==> run_1/final_congestion.png <==
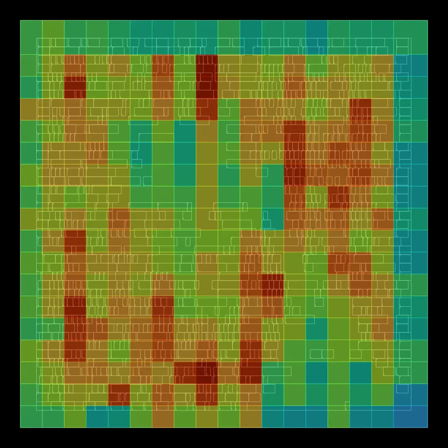
==> run_1/cell_classes.png <==
Scale bar: 50 um.
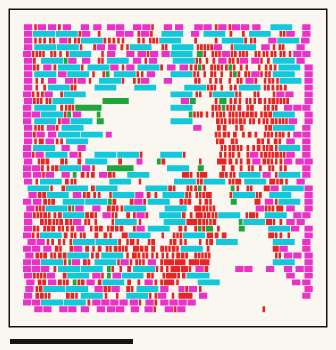
==> run_1/wire_density.png <==
Scale bar: 50 um. The die is cut into 26 by 26 equal tiles; dark purple is low, yellow is high, scaled to the fullest tile. Values are wire area over tile area, all layers added.
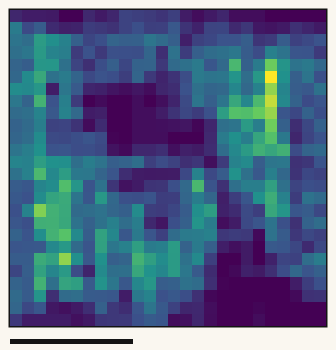
--- config.mk ---
export PLATFORM = sky130hd
export DESIGN_NAME = mem_access
export DESIGN_NICKNAME = d
export VERILOG_FILES = /design/src/rtl/mem_access.sv
export SDC_FILE = /design/constraint.sdc
export NUM_CORES = 1
export LEC_CHECK = 0
export ABC_AREA = 1
export CAP_MARGIN = 15
export CORE_MARGIN = 5
export CORE_UTILIZATION = 46
export CTS_BUF_LIST = sky130_fd_sc_hd__clkbuf_2
export DETAILED_ROUTE_END_ITERATION = 8
export PLACE_DENSITY = 0.9
export SLEW_MARGIN = 30
export SYNTH_ARGS = -nofsm -noshare
export SYNTH_HDL_FRONTEND = slang
export SYNTH_SLANG_ARGS = --single-unit
--- constraint.sdc ---
create_clock -name clk -period 4.6 [get_ports clk]
set_input_delay 0.46 -clock clk [delete_from_list [all_inputs] [get_ports clk]]
set_output_delay 0.46 -clock clk [all_outputs]
set_load 0.01 [all_outputs]
--- src/rtl/mem_access.sv ---
// mem_access: load/store unit driving data-memory requests, lane-aligning loads and
// producing byte strobes and lane-replicated data for stores, with a request timeout.
module mem_access #(
   parameter logic [7:0] TIMEOUT = 8'd255
) (
   input  logic        clk,
   input  logic        rst,
   input  logic        in_valid,
   output logic        in_ready,
   input  logic [6:0]  opcode,
   input  logic [2:0]  funct3,
   input  logic [31:0] addr,
   input  logic [31:0] store_data,
   output logic        dmem_req,
   output logic        dmem_we,
   output logic [31:0] dmem_addr,
   output logic [31:0] dmem_wdata,
   output logic [3:0]  dmem_wstrb,
   input  logic        dmem_ack,
   input  logic [31:0] dmem_rdata,
   output logic        done,
   output logic [31:0] read_data,
   output logic [31:0] wb_mask,
   output logic        err,
   output logic [1:0]  err_code
);
   typedef enum logic [1:0] {IDLE, REQ, DONE} state_t;
   state_t      state;
   logic [7:0]  cnt;
   logic [2:0]  f3;
   logic [1:0]  lane;
   logic        ld;
   logic        is_ld, is_st, bad_f3, misal;
   logic [3:0]  wstrb;
   logic [31:0] wdata, sh, ld_data, ld_mask;
   always_comb begin
      is_ld   = opcode == 7'b0000011;
      is_st   = opcode == 7'b0100011;
      bad_f3  = is_ld ? (funct3 == 3'b011 || funct3[2:1] == 2'b11) : is_st && funct3 > 3'b010;
      misal   = (is_ld || is_st) && (funct3[1:0] == 2'b01 ? addr[0] :
                funct3[1:0] == 2'b10 ? addr[1:0] != 2'b00 : 1'b0);
      wstrb   = funct3[1:0] == 2'b00 ? 4'b0001 << addr[1:0] :
                funct3[1:0] == 2'b01 ? (addr[1] ? 4'b1100 : 4'b0011) : 4'b1111;
      wdata   = funct3[1:0] == 2'b00 ? {4{store_data[7:0]}} :
                funct3[1:0] == 2'b01 ? {2{store_data[15:0]}} : store_data;
      sh      = dmem_rdata >> {lane, 3'b000};
      ld_data = f3 == 3'b000 ? {{24{sh[7]}}, sh[7:0]} :
                f3 == 3'b100 ? {24'h0, sh[7:0]} :
                f3 == 3'b001 ? {{16{sh[15]}}, sh[15:0]} :
                f3 == 3'b101 ? {16'h0, sh[15:0]} : dmem_rdata;
      ld_mask = f3 == 3'b100 ? 32'h0000_00FF : f3 == 3'b101 ? 32'h0000_FFFF : 32'hFFFF_FFFF;
   end
   always_ff @(posedge clk or posedge rst) begin
      if (rst) begin
         state      <= IDLE;
         cnt        <= '0;
         f3         <= '0;
         lane       <= '0;
         ld         <= 1'b0;
         in_ready   <= 1'b1;
         dmem_req   <= 1'b0;
         dmem_we    <= 1'b0;
         dmem_addr  <= '0;
         dmem_wdata <= '0;
         dmem_wstrb <= '0;
         done       <= 1'b0;
         read_data  <= '0;
         wb_mask    <= '0;
         err        <= 1'b0;
         err_code   <= '0;
      end else begin
         case (state)
            IDLE: begin
               done <= 1'b0;
               if (in_valid) begin
                  in_ready   <= 1'b0;
                  f3         <= funct3;
                  lane       <= addr[1:0];
                  ld         <= is_ld;
                  cnt        <= '0;
                  err        <= 1'b0;
                  err_code   <= 2'd0;
                  read_data  <= '0;
                  wb_mask    <= '0;
                  dmem_addr  <= {addr[31:2], 2'b00};
                  dmem_we    <= is_st;
                  dmem_wstrb <= is_st ? wstrb : 4'b0000;
                  dmem_wdata <= is_st ? wdata : 32'h0;
                  if (bad_f3 || misal) begin
                     state    <= DONE;
                     done     <= 1'b1;
                     err      <= 1'b1;
                     err_code <= bad_f3 ? 2'd3 : 2'd1;
                  end else if (!is_ld && !is_st) begin
                     state <= DONE;
                     done  <= 1'b1;
                  end else begin
                     state    <= REQ;
                     dmem_req <= 1'b1;
                  end
               end
            end
            REQ: begin
               // an ack on the final allowed cycle takes priority over the timeout
               if (dmem_ack) begin
                  state     <= DONE;
                  dmem_req  <= 1'b0;
                  done      <= 1'b1;
                  read_data <= ld ? ld_data : 32'h0;
                  wb_mask   <= ld ? ld_mask : 32'h0;
               end else if (TIMEOUT != 8'd0 && cnt == TIMEOUT - 8'd1) begin
                  state    <= DONE;
                  dmem_req <= 1'b0;
                  done     <= 1'b1;
                  err      <= 1'b1;
                  err_code <= 2'd2;
               end else begin
                  cnt <= cnt + 8'd1;
               end
            end
            DONE: begin
               state    <= IDLE;
               done     <= 1'b0;
               in_ready <= 1'b1;
            end
            default: state <= IDLE;
         endcase
      end
   end
endmodule
==> impl_metrics.tcl, run 1 <==
# place-and-route summary
set metrics [dict create \
    postCtsHoldBufs 0 \
    setup_tns_ps 0 \
    htreeDepth 4 \
    routed_wl_um 19200 \
    layout_top_cell "nand2_1" \
    cts_inserted_buffers 17 \
    ys_cells 875 \
    drt_iter0_markers 407 \
    cp_top_family "simple AND/OR/NAND/NOR gates" \
    clock_skew_ps 24.1 \
    rows 43 \
    die_h_um 128 \
    clock_latency_ps 710 \
    cp-start-kind "register" \
    cp.required_ps 5250 \
    numSynthFlops 124 \
    grt_setup_unrepaired "false" \
    max_stage_delay_ps 470 \
    die-width_um 128 \
    areaGrowthSynthToFinish_pct 40.2 \
    crit_slowest_cell "dfrtp_1" \
    worst-setup-path-type "reg2reg" \
    initCoreUtil_pct 46.5 \
    grt_overflow_total 0 \
    fmax_mhz 358 \
    final.setup.worst_slack_ps 1810 \
    max-slew-margin-rel_pct 45.6 \
    ys_types 33 \
    end_kind "register" \
    cap_violations 0 \
    grt_pass1_vias 6380 \
    synth.avg_cell_area_sq_um 7.32 \
    postCtsSetupBuffers 0 \
    drc 0 \
    antenna_found_initial 1 \
    drt_pass1_iterations 5 \
    grt_max_degree 82 \
    drv_slew 0 \
    postSynthSeqShare_pct 48.5 \
    path_clk_slew_ps 210 \
    clkPwrFrac_pct 20.3 \
    hold_viol_final 0 \
    core_sq_mm 0.0138 \
    p_seq_share_pct 39.4 \
    hp-class "in2async" \
    clock_sinks 124 \
    synthCells 875 \
    grt_pass1_wl_um 30900 \
    yosys_warnings 0 \
    cp.arrival_ps 3440 \
    layout-drive-gt1-share_pct 4.49 \
    edf_count 0 \
    peakVddDrop_mv 0.339 \
    cts-root-buf "clkbuf_2" \
    finalSetupViolations 0 \
    warning_count 30 \
    swShare_pct 39.8 \
    tightest_slew_ps 816 \
    fin_nets 1194 \
    cts_tree "built" \
    finalCritPeriodShare_pct 60.7 \
    cts_resized 0 \
    p_leak_uw 0.00442 \
    status "completed" \
    syn_area_sq_mm 0.00640 \
    async_reset_ff_share_pct 100 \
    ys_area_sq_mm 0.00640 \
    final_layout_top_logic_cells "nand2_1 (407), clkdlybuf4s50_1 (246), dfrtp_1 (123)" \
    vias_per_cell 5.06 \
    area_leaders "dfrtp_1 (48%), nand2_1 (24%), o21ai_0 (6.2%), nor2_1 (3.9%), buf_4 (3.9%)" \
    cts_buffer_depth 2 \
    crit_top_cell "nand2_1" \
    cp_max_fo 36 \
    fin_crit_ps 2790 \
    place_ws_ps 1520 \
    post-dp-hpwl_um 14400 \
    final_antenna_net_count 0 \
    yosys.area.top_type "dfrtp_1" \
    path_cells "inv_1 > ha_1 > inv_2 > o21ai_4 > nand2_4 > nor2_2 > nand2_1 > inv_2 > nand2_1 > nand2_1" \
    combPwrFrac_pct 40.3 \
    top_cell_area_share_pct 48.1 \
    vias 6438 \
    power_per_cell_area_mw_per_mm2 403 \
    die_area_sq_mm 0.0164 \
    synthFlopType "dfrtp_1" \
    switchingPower_uw 1440 \
    portBuffers 246 \
    crit_buf_inv 3 \
    top_level_ports 249 \
    place_congestion 0.913 \
    p_int_uw 2180 \
]
-- final_congestion.png (at the start) --
wire length per cell: 15.1 um
met3 GRT Util: 9.25%
Tot GR Track Use: 23.7%

-- cell_classes.png (at the start) --
all other logic: shown in red, cells 686, share of their area 33%. other buffers and delay cells: shown in magenta, cells 249, share of their area 28%. clock drivers and dummy loads: shown in green, cells 32, share of their area 2.9%. flip-flops: shown in cyan, cells 124, share of their area 35%.

-- wire_density.png (at the start) --
The mean over all tiles is 0.20. 8.3% of the tiles are nearly empty. 12% of the tiles are over half the peak. The emptiest ninth of the die: lower right. The fullest tile reaches 0.72.

==> run 1: per-stage QoR <==
step / area (sq um) / std cells / total power [uW] / hold WS [ps] / utilization (%)
after CTS: 8980 / 1271 / 3640 / 23.1 / 65.2
after global placement: 8720 / 1239 / 2860 / 461 / 63.3
after floorplan: 6410 / 876 / 2280 / 490 / -
final: 8980 / 1272 / 3620 / 52.6 / 65.2
after detailed placement: 8720 / 1239 / 2900 / 464 / 63.3
after global routing: 8980 / 1272 / 3890 / 15.8 / 65.2
==> run 1: logic make-up (layout without fill, tap and decap cells) <==
kind of cell	Yosys count	count (layout)	share of synthesized area [%]
compound gates	114	114	9.63
xor+xnor	4	4	0.547
fa+ha+maj	6	6	1.17
buf+inv	120	335	9.47
flops	124	124	48.5
other cells	1	3	0.0585
simple gates	506	506	30.7
==> run 1: synth_stat cells (2+ instances only) <==
master	n
o21ai_0	79
inv_2	4
clkbuf_1	18
inv_1	49
dfrtp_1	123
nand3_1	23
o211ai_1	8
buf_4	33
ha_1	6
buf_2	8
nand2_1	408
nor2_1	67
a21oi_1	20
buf_1	4
buf_6	3
nand2_4	2
xor2_1	3
a22o_1	2
==> run 1: power groups by stage <==
stage               combinational, uW  sequential (uW)  clock, uW
global route                     1640             1450        795
floorplan                         816             1470          0
CTS                              1470             1420        744
detailed placement               1460             1440          0
finish                           1460             1430        736
global placement                 1420             1430          0
==> run 1: flip-flops by register name (all words and copies together), names as in the netlist, 2 cells and up <==
signal,cells
cnt,8
lane,2
read_data,32
f3,3
wb_mask,3
dmem_wdata,32
dmem_addr,30
state,2
err_code,2
dmem_wstrb,4
==> run 1: path summary, 6_finish.rpt <==
check / startpoint / to / slack (ps) / depth (start not counted)
setup reg to reg: state[1] / read_data[21] / 1810 / 10
max in group asynchronous: rst / read_data[15] / 3580 / 3
setup / recovery: state[1] / read_data[21] / 1810 / 10
min in group clk: addr[13] / dmem_addr[13] / 240 / 3
hold reg to reg: dmem_addr[6] / dmem_addr[6] / 500 / 2
hold / removal: rst / dmem_wdata[26] / 50 / 2
==> run 1: layout make-up <==
type | count | area [sq um]
clock buffer | 17 | 85.1
tap | 180 | 225
fill | 1187 | 4790
sequential | 124 | 3100
antenna | 1 | 2.50
inverter | 54 | 205
timing repair buffer | 249 | 2480
multi-input combinational | 632 | 2700
clock inverter | 15 | 171
==> run 1: routing by layer <==
layer  track usage [%]  up-vias  wire [um]
li1                  -     3100          -
met4              9.55        0        530
met1              27.0     2971       7340
met2              39.9      324       9330
met3              9.25       43       2030
met5                 0        -          0
## Run 2: what changed since run 1
--- a/config.mk
+++ b/config.mk
@@ -8,10 +8,10 @@
 export ABC_AREA = 1
 export CAP_MARGIN = 15
 export CORE_MARGIN = 5
-export CORE_UTILIZATION = 46
+export CORE_UTILIZATION = 41
 export CTS_BUF_LIST = sky130_fd_sc_hd__clkbuf_2
 export DETAILED_ROUTE_END_ITERATION = 8
-export PLACE_DENSITY = 0.9
+export PLACE_DENSITY = 0.85
 export SLEW_MARGIN = 30
 export SYNTH_ARGS = -nofsm -noshare
 export SYNTH_HDL_FRONTEND = slang
==> constraint.sdc (replaced) <==
create_clock -name clk -period 2.4 [get_ports clk]
set_input_delay 0.24 -clock clk [delete_from_list [all_inputs] [get_ports clk]]
set_output_delay 0.24 -clock clk [all_outputs]
set_load 0.01 [all_outputs]
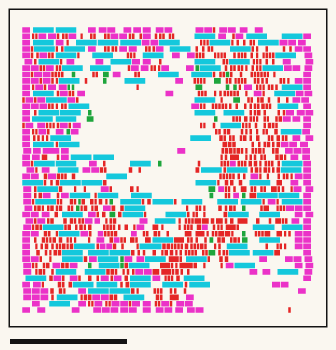
(run_2/cell_classes.png)
Scale bar: 50 um.
other buffers and delay cells: shown in magenta, cells 270, share of their area 30%. clock drivers and dummy loads: shown in green, cells 32, share of their area 2.1%. flip-flops: shown in cyan, cells 124, share of their area 35%. all other logic: shown in red, cells 686, share of their area 33%.

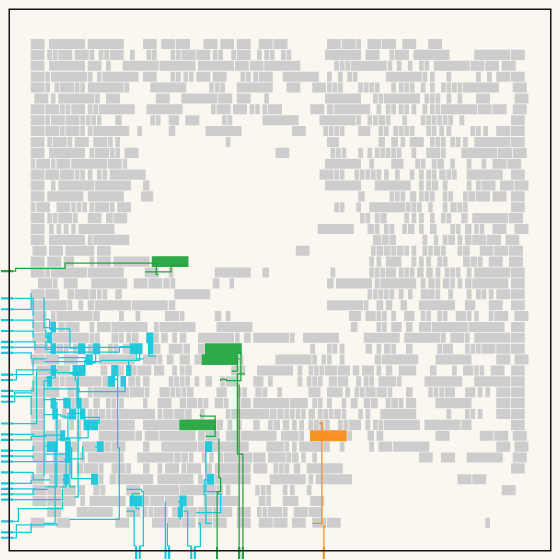
(run_2/port_nets.png)
`dmem_wstrb`: shown in green, bits 4, direction output, edge 3 bottom, 1 left, end cells 4, buffers 4, wire 200 um. `dmem_req`: shown in orange, bits 1, direction output, edge bottom, end cells 1, buffers 1, wire 40.3 um. `store_data`: shown in cyan, bits 32, direction input, edge 26 left, 6 bottom, end cells 40, buffers 32, wire 817 um.

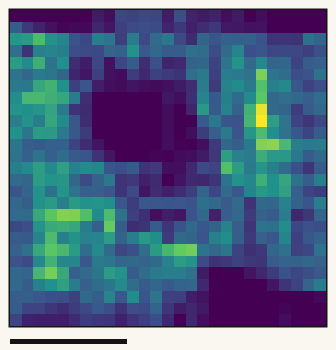
(run_2/wire_density.png)
Scale bar: 50 um. The die is cut into 27 by 27 equal tiles; dark purple is low, yellow is high, scaled to the fullest tile. Values are wire area over tile area, all layers added.
The emptiest ninth of the die: centre. 13% of the tiles are over half the peak. 13% of the tiles are nearly empty. The mean over all tiles is 0.18. The fullest tile reaches 0.67.

==> impl_metrics.tcl, run 2 <==
# place-and-route summary
set metrics [dict create \
    hp-class "in2async" \
    max_stage_delay_ps 450 \
    antenna_found_initial 1 \
    fin_area_sq_mm 0.00916 \
    postPlaceCellArea_sq_mm 0.00883 \
    ys_types 33 \
    grt_busiest_layer "met2" \
    drt_iter0_markers 392 \
    areaGrowthSynthToFinish_pct 42.9 \
    warning_count 32 \
    status "completed" \
    use_met2_pct 34.7 \
    drt_pass1_iterations 5 \
    clock_latency_ps 690 \
    max-slew-margin-rel_pct 49.6 \
    ys_cells 875 \
    rows 45 \
    edf_count 0 \
    async_reset_ff_share_pct 100 \
    path_cells "inv_1 > ha_1 > inv_2 > o21ai_4 > nand2_4 > nor2_2 > nand2_1 > inv_2 > nand2_1 > nand2_1" \
    place_ws_ps 322 \
    clock_sinks 124 \
    tightest_slew_ps 755 \
    top_cells_by_count "nand2_1 (408), dfrtp_1 (123), o21ai_0 (79)" \
    hold_viol_final 0 \
    peakVddDrop_mv 0.496 \
    finalSetupViolations 0 \
    grt_use_met1_pct 27.5 \
    fin_crit_ps 2100 \
    power_per_cell_area_mw_per_mm2 734 \
    finalCritPeriodShare_pct 87.5 \
    die-width_um 135 \
    layout-drive-gt1-share_pct 4.86 \
    p_leak_uw 0.00449 \
    worstSetupStartpoint "state[1]" \
    grt_pass1_wl_um 31700 \
    die_h_um 135 \
    place_congestion 0.944 \
    yosysMostFrequentCell "nand2_1" \
    grt_usage_pct 21.8 \
    cp.arrival_ps 2720 \
    drv_slew 0 \
    cts_buffer_depth 2 \
    end_kind "register" \
    cts-root-buf "clkbuf_2" \
    drc 0 \
    wl_per_cell_um 15.0 \
    hold_slack_ps 46.7 \
    final_antenna_net_count 0 \
    cp_max_fo 24 \
    design_power_total_uw 6720 \
    r2r_slack_ps 300 \
    final.setup.worst_slack_ps 301 \
    setup_tns_ps 0 \
    core_sq_mm 0.0153 \
    synth.avg_cell_area_sq_um 7.32 \
    grt_pass1_vias 6338 \
    post-dp-hpwl_um 14300 \
    rr_endpoint "read_data[15]" \
    cp-start-kind "register" \
    synthFlopType "dfrtp_1" \
    crit_slowest_cell "dfrtp_1" \
    ys_area_sq_mm 0.00640 \
    portBuffers 246 \
    vias 6414 \
    met3_usage_pct 8.57 \
    grt_overflow_total 0 \
    yosys.area.top_type "dfrtp_1" \
    cap_violations 0 \
    cts_inserted_buffers 17 \
    synthCells 875 \
    postSynthSeqShare_pct 48.5 \
    crit_top_cell "nand2_1" \
    yosys_warnings 0 \
    top_level_ports 249 \
    cp.required_ps 3020 \
    routed_wl_um 19800 \
    grt_setup_unrepaired "false" \
    cts_tree "built" \
    numSynthFlops 124 \
    fmax_mhz 476 \
    clock_skew_ps 23.6 \
    vias_per_cell 4.84 \
    path_clk_slew_ps 200 \
    grt_max_degree 125 \
    worst-setup-path-type "reg2reg" \
    layout_top_cell "nand2_1" \
    reg.largest.list "dmem_wdata: 32 flops, read_data: 32 flops, dmem_addr: 30 flops" \
    htreeDepth 4 \
    fin_nets 1215 \
    top_cell_area_share_pct 48.1 \
    syn_area_sq_mm 0.00640 \
    area_leaders "dfrtp_1 (48%), nand2_1 (24%), o21ai_0 (6.2%), nor2_1 (3.9%), buf_4 (3.9%)" \
    worst-r2r-cell-count 10 \
    final_layout_top_logic_cells "nand2_1 (408), clkdlybuf4s50_1 (246), dfrtp_1 (122)" \
    die_area_sq_mm 0.0182 \
    initCoreUtil_pct 42.0 \
    worstReg2RegStart "state[1]" \
]
## run 2: cell counts after synthesis
No cell type changed its count.
## run 2: cells by family (layout without fill, tap and decap cells)
family,after synthesis,in the layout,synth area share (%)
AND/OR/NAND/NOR,506,506,30.7
flip-flops,124,124,48.5
buffers and inverters,120,356,9.47
AND-OR/OR-AND,114,114,9.63
adder cells (fa/ha/maj),6,6,1.17
XOR/XNOR,4,4,0.547
other,1,5,0.0585
## run 2: worst max-delay path by stage
stage,depth (start not counted),end
2_1_floorplan,1,cnt[0]
3_3_place_gp,10,read_data[14]
3_5_place_dp,10,read_data[27]
4_1_cts,1,wb_mask[16]
5_1_grt,10,read_data[17]
6_report,10,read_data[15]
## run 2: critical path: cells and delay by family, from the launching register on
family | cells | cell delay [ps]
DFF | 1 | 450
AOI/OAI and AO/OA | 1 | 220
adders and majority gates | 1 | 370
and+or+nand+nor | 5 | 440
buffers and inverters | 3 | 560
## run 2: report_power, final
| group | internal, uW | switching, uW | total (uW) |
|---|---|---|---|
| sequential | 2430 | 268 | 2700 |
| clock | 272 | 847 | 1120 |
| combinational | 1220 | 1680 | 2900 |
## run 2: per-stage QoR
stage,cells,util (%)
after floorplan,876,-
after global placement,1278,57.9
after detailed placement,1278,57.9
after CTS,1323,59.9
after global routing,1326,60.0
final,1326,60.0
## run 2: timing repair
item	4_1_cts	5_1_grt
gates resized	0	1
hold endpoints to repair	13	0
setup buffers	0	0
hold buffers	13	0
setup endpoints to repair	0	16
## run 2: metal layers
layer / part of all wire [%] / wire (um)
met2: 46 / 9110
met5: 0 / 0
met3: 11 / 2250
met4: 1.8 / 359
met1: 41 / 8120
## run 2: final cells by class
| cell class | instances | area (sq um) |
|---|---|---|
| Antenna cell | 3 | 7.51 |
| Clock buffer | 18 | 90.1 |
| Clock inverter | 14 | 96.3 |
| Fill cell | 1346 | 6100 |
| Inverter | 54 | 206 |
| Multi-Input combinational cell | 632 | 2700 |
| Sequential cell | 124 | 3110 |
| Tap cell | 211 | 264 |
| Timing Repair Buffer | 270 | 2690 |
## Run 3: what changed since run 2
--- a/config.mk
+++ b/config.mk
@@ -6,6 +6,7 @@
 export NUM_CORES = 1
 export LEC_CHECK = 0
 export ABC_AREA = 1
+export ABC_CLOCK_PERIOD_IN_PS = 2400
 export CAP_MARGIN = 15
 export CORE_MARGIN = 5
 export CORE_UTILIZATION = 41
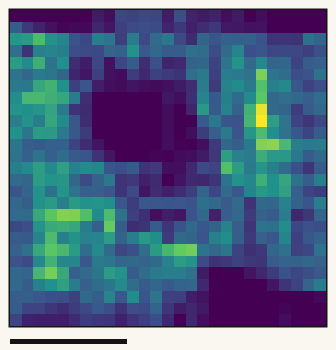
(run_3/wire_density.png)
Scale bar: 50 um. The die is cut into 27 by 27 equal tiles; dark purple is low, yellow is high, scaled to the fullest tile. Values are wire area over tile area, all layers added.
The emptiest ninth of the die: centre. 13% of the tiles are over half the peak. 13% of the tiles are nearly empty. The mean over all tiles is 0.18.

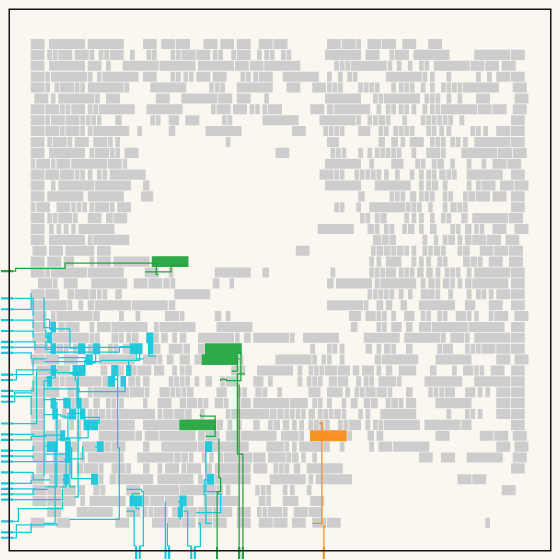
(run_3/port_nets.png)
`store_data`: shown in cyan, bits 32, direction input, edge 26 left, 6 bottom, end cells 40, buffers 32, wire 817 um. `dmem_req`: shown in orange, bits 1, direction output, edge bottom, end cells 1, buffers 1, wire 40.3 um. `dmem_wstrb`: shown in green, bits 4, direction output, edge 3 bottom, 1 left, end cells 4, buffers 4, wire 200 um.

==> impl_metrics.tcl, run 3 <==
# place-and-route summary
set metrics [dict create \
    status "completed" \
    die_h_um 135 \
    grt_pass1_wl_um 31700 \
    ys_cells 875 \
    die_area_sq_mm 0.0182 \
    top_level_ports 249 \
    yosysMostFrequentCell "nand2_1" \
    p_leak_uw 0.00449 \
    grt_max_degree 125 \
    cp-start-kind "register" \
    syn_area_sq_mm 0.00640 \
    core_sq_mm 0.0153 \
    die-width_um 135 \
    layout-drive-gt1-share_pct 4.86 \
    path_cells "inv_1 > ha_1 > inv_2 > o21ai_4 > nand2_4 > nor2_2 > nand2_1 > inv_2 > nand2_1 > nand2_1" \
    cp_top_family "buffers and inverters" \
    areaGrowthSynthToFinish_pct 42.9 \
    fillers 1346 \
    cap_violations 0 \
    numSynthFlops 124 \
    tightest_slew_ps 755 \
    cts_buffer_depth 2 \
    yosys.area.top_type "dfrtp_1" \
    drc 0 \
    peakVddDrop_mv 0.496 \
    clock_sinks 124 \
    edf_count 0 \
    place_congestion 0.944 \
    ys_area_sq_mm 0.00640 \
    cp_max_fo 24 \
    vias 6414 \
    crit_buf_inv 3 \
    finalCritPeriodShare_pct 87.5 \
    top_cells_by_count "nand2_1 (408), dfrtp_1 (123), o21ai_0 (79)" \
    rows 45 \
    top_cell_area_share_pct 48.1 \
    reg.largest.list "dmem_wdata: 32 flops, read_data: 32 flops, dmem_addr: 30 flops" \
    path_clk_slew_ps 200 \
    cp.arrival_ps 2720 \
    max-slew-margin-rel_pct 49.6 \
    cts_inserted_buffers 17 \
    final_layout_top_logic_cells "nand2_1 (408), clkdlybuf4s50_1 (246), dfrtp_1 (122)" \
    antenna_found_initial 1 \
    crit_slowest_cell "dfrtp_1" \
    postSynthSeqShare_pct 48.5 \
    postCtsSetupBuffers 0 \
    clock_skew_ps 23.6 \
    fin_crit_ps 2100 \
    synthFlopType "dfrtp_1" \
    async_reset_ff_share_pct 100 \
    fin_nets 1215 \
    warning_count 32 \
    cts_tree "built" \
    crit_top_cell "nand2_1" \
    post-dp-hpwl_um 14300 \
    grt_setup_unrepaired "false" \
    synth.avg_cell_area_sq_um 7.32 \
    vias_per_cell 4.84 \
    initCoreUtil_pct 42.0 \
    grt_pass1_vias 6338 \
    htreeDepth 4 \
    cts-root-buf "clkbuf_2" \
    hp-class "in2async" \
    design_power_total_uw 6720 \
    max_stage_delay_ps 450 \
    cp.required_ps 3020 \
    final_antenna_net_count 0 \
    hold_viol_final 0 \
    worst-setup-path-type "reg2reg" \
    clock_latency_ps 690 \
    grt_usage_pct 21.8 \
    area_leaders "dfrtp_1 (48%), nand2_1 (24%), o21ai_0 (6.2%), nor2_1 (3.9%), buf_4 (3.9%)" \
    synthCells 875 \
    drt_iter0_markers 392 \
    routed_wl_um 19800 \
    setup_tns_ps 0 \
    power_per_cell_area_mw_per_mm2 734 \
]
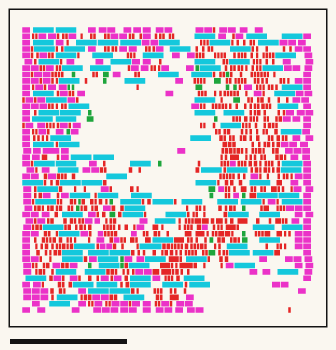
(run_3/cell_classes.png)
Scale bar: 50 um.
other buffers and delay cells: shown in magenta, cells 270, share of their area 30%. flip-flops: shown in cyan, cells 124, share of their area 35%. all other logic: shown in red, cells 686, share of their area 33%. clock drivers and dummy loads: shown in green, cells 32, share of their area 2.1%.

-- run 3: cell counts in the layout (fill, tap and decap cells not counted) --
Identical to the previous run, type by type.
-- run 3: worst register-to-register path: stages, from the launching register on --
cell	delay (ps)
dfrtp_1	450
inv_1	100
ha_1	370
inv_2	140
o21ai_4	220
nand2_4	60
nor2_2	120
nand2_1	80
inv_2	320
nand2_1	110
nand2_1	80
-- run 3: cells by family after synthesis --
group                    share of synthesized area, %
other                                          0.0585
buffers and inverters                            9.47
adder cells (fa/ha/maj)                          1.17
XOR/XNOR                                        0.547
flip-flops                                       48.5
AND-OR/OR-AND                                    9.63
AND/OR/NAND/NOR                                  30.7
-- run 3: repair_timing --
action | 4_1_cts | 5_1_grt
endpoints found under the setup margin | 0 | 16
hold buffers | 13 | 0
resized | 0 | 1
hold endpoints to repair | 13 | 0
-- run 3: cell type report --
type | count | area, sq um | share of cell area (%)
antenna | 3 | 7.51 | 0.0820
sequential | 124 | 3110 | 33.9
tap | 211 | 264 | 2.88
timing repair buffer | 270 | 2690 | 29.4
clock inverter | 14 | 96.3 | 1.05
inverter | 54 | 206 | 2.26
multi-input combinational | 632 | 2700 | 29.5
clock buffer | 18 | 90.1 | 0.984
-- run 3: path summary, 6_finish.rpt --
check,startpoint,to,slack (ps),cells after the start
setup reg to reg,state[1],read_data[15],300,10
min in group clk,addr[4],dmem_addr[4],80,3
max in group asynchronous,rst,wb_mask[30],1830,3
hold / removal,rst,dmem_addr[11],50,3
setup / recovery,state[1],read_data[15],300,10
hold reg to reg,dmem_addr[24],dmem_addr[24],500,2
-- run 3: per-layer routing --
metal  share of wire, %  track usage [%]  wire [um]
met4                1.8             6.66        359
met5                  0                0          0
met2                 46             34.7       9110
met3                 11             8.57       2250
met1                 41             27.5       8120
-- run 3: where the power goes --
group | total, uW | internal (uW) | switching, uW
Clock | 1120 | 272 | 847
Combinational | 2900 | 1220 | 1680
Sequential | 2700 | 2430 | 268
Total | 6720 | 3930 | 2790
-- run 3: metrics by stage --
step                      worst slack [ps]  std cells  area [sq um]
after floorplan                        636        876          6410
after global placement                 445       1278          8830
after global routing                  30.0       1326          9160
after detailed placement               322       1278          8830
after CTS                             37.1       1323          9150
final                                  301       1326          9160
Power is estimated from default activity; no workload was simulated.
